Cells by drive strength:
Scale: 2 px per um.
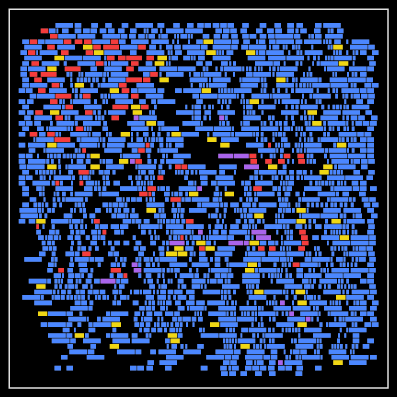
Port wiring:
Scale: 1.5 px per um.
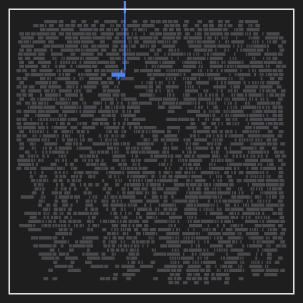
Selected gate families:
Scale: 2 px per um.
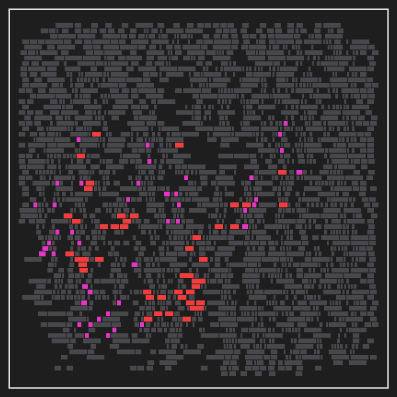
Cell placement:
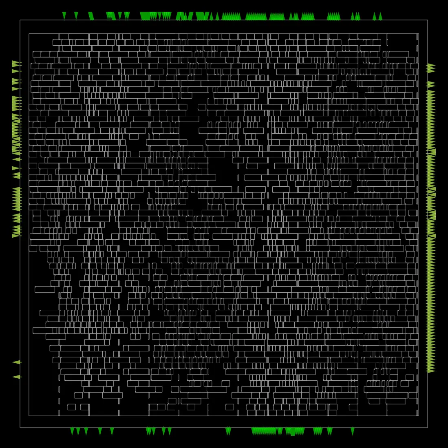
I/O pins on the die edge:
Scale: 2 px per um. Pins as bars across the die edge, other pins in gray.
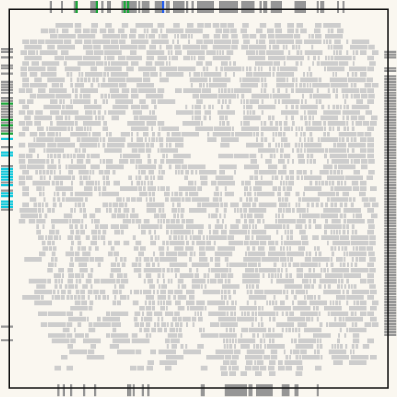
--- config.mk ---
export PLATFORM = sky130hd
export DESIGN_NAME = sobel_frame_sequencer
export DESIGN_NICKNAME = d
export VERILOG_FILES = /design/src/rtl/sobel_frame_sequencer.sv
export SDC_FILE = /design/constraint.sdc
export NUM_CORES = 1
export LEC_CHECK = 0
export CORE_MARGIN = 4
export CORE_UTILIZATION = 50
export CTS_BUF_LIST = sky130_fd_sc_hd__clkbuf_8
export CTS_CLUSTER_SIZE = 16
export DETAILED_ROUTE_END_ITERATION = 16
export PLACE_DENSITY_LB_ADDON = 0.2
export SKIP_CTS_REPAIR_TIMING = 1
export SYNTH_ARGS = -nofsm -noshare
export SYNTH_HDL_FRONTEND = slang
export SYNTH_SLANG_ARGS = --single-unit
--- constraint.sdc ---
create_clock -name clka -period 9.6 [get_ports clka]
set_clock_uncertainty 0.1 [all_clocks]
set_input_delay 0.96 -clock clka [delete_from_list [all_inputs] [get_ports clka]]
set_output_delay 0.96 -clock clka [all_outputs]
set_load 0.05 [all_outputs]
--- src/rtl/sobel_frame_sequencer.sv ---
// rtl/sobel_frame_sequencer.sv - frame sequencer feeding 3x7 windows to the Sobel core and storing its results
module sobel_frame_sequencer #(
    parameter int IMG_W   = 128,
    parameter int IMG_H   = 128,
    parameter int ADDR_W  = 14,
    parameter int TIMEOUT = 32
) (
    input  logic              clka,
    input  logic              reset,
    input  logic              frame_start,
    input  logic [5:0]        error_in,
    output logic              busy,
    output logic              frame_done,
    output logic              err_timeout,
    output logic [ADDR_W-1:0] img_addr,
    output logic              img_rd_en,
    input  logic [7:0]        img_rd_data,
    output logic              core_start,
    output logic [5:0]        core_error,
    output logic [167:0]      win_pix,
    input  logic              core_done,
    input  logic [39:0]       core_out,
    output logic [ADDR_W-1:0] out_addr,
    output logic              out_wr_en,
    output logic [7:0]        out_wr_data
);

    typedef enum logic [2:0] {
        S_IDLE,
        S_FETCH,
        S_LAUNCH,
        S_WAIT,
        S_WRITE,
        S_ADVANCE
    } state_t;

    localparam logic [ADDR_W-1:0] W_A    = ADDR_W'(IMG_W);
    localparam logic [ADDR_W-1:0] LAST_C = ADDR_W'(IMG_W - 2);
    localparam logic [ADDR_W-1:0] LAST_R = ADDR_W'(IMG_H - 3);
    localparam int                TW     = $clog2(TIMEOUT + 1);
    localparam logic [TW-1:0]     TMO_END = TW'(TIMEOUT - 1);

    state_t            state;
    logic [ADDR_W-1:0] r;
    logic [ADDR_W-1:0] c;
    logic [4:0]        fi;           // window index currently presented on the read port; 21 = drain
    logic [1:0]        fr;
    logic [2:0]        fc;
    logic              rd_pend_en;   // a read issued last cycle returns data this cycle
    logic [4:0]        rd_pend_idx;
    logic [TW-1:0]     tmo;
    logic [2:0]        wk;
    logic [39:0]       result;

    logic [1:0]        fr_n;
    logic [2:0]        fc_n;
    logic [ADDR_W-1:0] col_n;
    logic              col_ok_n;
    logic [ADDR_W-1:0] fetch_addr_n;
    logic [ADDR_W-1:0] rem;
    logic [2:0]        tile_v;
    logic              row_last;
    logic              frame_last;
    logic [ADDR_W-1:0] c_next;
    logic [ADDR_W-1:0] r_next;
    logic [ADDR_W-1:0] tile_addr_n;
    logic [ADDR_W-1:0] wr_base;
    logic [2:0]        wk_n;

    // Next fetch position, tile lane count and next tile origin
    always_comb begin
        fc_n         = (fc == 3'd6) ? 3'd0 : fc + 3'd1;
        fr_n         = (fc == 3'd6) ? fr + 2'd1 : fr;
        col_n        = c + ADDR_W'(fc_n);
        col_ok_n     = col_n < W_A;
        fetch_addr_n = (r + ADDR_W'(fr_n)) * W_A + col_n;
        rem          = LAST_C - c;
        tile_v       = (rem < ADDR_W'(5)) ? rem[2:0] : 3'd5;
        row_last     = (c + ADDR_W'(5)) >= LAST_C;
        c_next       = row_last ? '0 : c + ADDR_W'(5);
        r_next       = row_last ? r + ADDR_W'(1) : r;
        frame_last   = row_last && (r == LAST_R);
        tile_addr_n  = r_next * W_A + c_next;
        wr_base      = (r + ADDR_W'(1)) * W_A + c + ADDR_W'(1);
        wk_n         = wk + 3'd1;
    end

    // Frame sequencing FSM with registered outputs
    always_ff @(posedge clka or posedge reset) begin
        if (reset) begin
            state       <= S_IDLE;
            busy        <= 1'b0;
            frame_done  <= 1'b0;
            err_timeout <= 1'b0;
            img_addr    <= '0;
            img_rd_en   <= 1'b0;
            core_start  <= 1'b0;
            core_error  <= '0;
            win_pix     <= '0;
            out_addr    <= '0;
            out_wr_en   <= 1'b0;
            out_wr_data <= '0;
            r           <= '0;
            c           <= '0;
            fi          <= '0;
            fr          <= '0;
            fc          <= '0;
            rd_pend_en  <= 1'b0;
            rd_pend_idx <= '0;
            tmo         <= '0;
            wk          <= '0;
            result      <= '0;
        end else begin
            frame_done  <= 1'b0;
            rd_pend_en  <= img_rd_en;
            rd_pend_idx <= fi;
            if (rd_pend_en) begin
                win_pix[8*rd_pend_idx +: 8] <= img_rd_data;
            end
            case (state)
                S_IDLE: begin
                    if (frame_start) begin
                        core_error  <= error_in;
                        err_timeout <= 1'b0;
                        busy        <= 1'b1;
                        r           <= '0;
                        c           <= '0;
                        fi          <= '0;
                        fr          <= '0;
                        fc          <= '0;
                        img_addr    <= '0;
                        img_rd_en   <= 1'b1;
                        state       <= S_FETCH;
                    end
                end
                S_FETCH: begin
                    if (fi == 5'd21) begin
                        core_start <= 1'b1;
                        state      <= S_LAUNCH;
                    end else if (fi == 5'd20) begin
                        img_rd_en <= 1'b0;
                        fi        <= 5'd21;
                    end else begin
                        fi        <= fi + 5'd1;
                        fr        <= fr_n;
                        fc        <= fc_n;
                        img_addr  <= fetch_addr_n;
                        img_rd_en <= col_ok_n;
                        if (!col_ok_n) begin
                            win_pix[8*(fi + 5'd1) +: 8] <= 8'h00;
                        end
                    end
                end
                S_LAUNCH: begin
                    core_start <= 1'b0;
                    tmo        <= '0;
                    state      <= S_WAIT;
                end
                S_WAIT: begin
                    if (core_done) begin
                        result      <= core_out;
                        out_wr_en   <= 1'b1;
                        out_addr    <= wr_base;
                        out_wr_data <= core_out[7:0];
                        wk          <= '0;
                        state       <= S_WRITE;
                    end else if (tmo == TMO_END) begin
                        err_timeout <= 1'b1;
                        busy        <= 1'b0;
                        state       <= S_IDLE;
                    end else begin
                        tmo <= tmo + TW'(1);
                    end
                end
                S_WRITE: begin
                    if (wk_n < tile_v) begin
                        wk          <= wk_n;
                        out_addr    <= out_addr + ADDR_W'(1);
                        out_wr_data <= result[8*wk_n +: 8];
                    end else begin
                        out_wr_en <= 1'b0;
                        state     <= S_ADVANCE;
                    end
                end
                S_ADVANCE: begin
                    if (frame_last) begin
                        frame_done <= 1'b1;
                        busy       <= 1'b0;
                        state      <= S_IDLE;
                    end else begin
                        r         <= r_next;
                        c         <= c_next;
                        fi        <= '0;
                        fr        <= '0;
                        fc        <= '0;
                        img_addr  <= tile_addr_n;
                        img_rd_en <= 1'b1;
                        state     <= S_FETCH;
                    end
                end
                default: state <= S_IDLE;
            endcase
        end
    end

endmodule

==> impl_metrics.csv <==
group,metric,value,unit
status,status,"complete, no violations",
finish,seq_area,7810,um^2
timing,slew_violations,0,
pwr,power_frac_clock,0.177,
floorplan,num_rows,65,
logic_synthesis,synth_area,16300,um^2
setup_path,cpPeakStageDelay,800,ps
global_routing,first_global_vias,13900,
logic_synthesis,post-synth-top-count-cell,"nor2_1",
logic_synthesis,numSynthFlops,312,
setup_path,crit_end,"wk[2]",
finish,regMostFlops,"win_pix",
global_routing,grt_first_pass_wirelength,75500,um
logic_synthesis,ff_type,"dfrtp_1",
finish,fill_cells,2754,
finish,logic_gate_count,1351,
timing,setup_ws,5140,ps
finish,syn_to_final_growth,24.6,%
global_routing,grt_use_met2,0.429,
timing,max_freq,224,MHz
setup_path,cp.arrival,4850,ps
timing,worstMarginPinSlew,1180,ps
routing,via_per_inst,5.70,
logic_synthesis,yosys-top-cells-count,"318 x nor2_1, 312 x dfrtp_1, 230 x a21oi_1",
place,dp.cells,2414,
pwr,p_total,6.57,mW
floorplan,fp-utilization,0.511,
finish,layout_top_cell,"nor2_1",
pwr,combPwrFrac,0.502,
routing,drc,0,
clocking,clockBufferDepth,3,
global_routing,overflow,0,
setup_path,crit_path_end_kind,"flop",
routing,met1_length,19100,um
setup_path,path_buffers,0,
pwr,powerComb,3.30,mW
place,hpwlAfterDp,34200,um
global_routing,use_met3,0.0511,
clocking,cts_sinks,312,
finish,nNonClkBuffers,280,
timing,post-route-period-util,0.465,
logic_synthesis,ys_area,16300,um^2
global_routing,grtUsageTotal,0.258,
logic_synthesis,synth_area_per_cell,9.16,um^2
floorplan,fp.dieH,189,um
finish,comb_area_share,0.393,
setup_path,cp_max_fo,27,
finish,nClkBuffers,67,
pwr,ir_worst_vdd,0.000207,V
About 'cells by drive strength':
Key: x3 and x4 = purple [cells 20, most used buf_4]; x2 = red [cells 88, most used mux2_2]; x6 and larger = yellow [cells 68, most used clkbuf_8]; x1 and smaller = blue [cells 1899, most used nor2_1]

About 'port wiring':
Key: busy = blue [bits 1, direction output, edge top, end cells 1, buffers 1, wire 49.8 um]

About 'selected gate families':
Key: fa/ha/maj cells = red [cells 43, most used ha_1]; and/or cells = magenta [cells 44, most used and3_1]

About 'cell placement':
Core Region: 31900 um^2
Seq/total area: 0.384

About 'I/O pins on the die edge':
Key: out_addr = cyan [pins 14, direction output, edge left]; out_wr_data = green [pins 8, direction output, edge 4 top, 4 left]; busy = blue [pins 1, direction output, edge top]
All pins by edge: 101 right, 85 top, 46 left, 42 bottom.

Power is estimated from default activity; no workload was simulated.
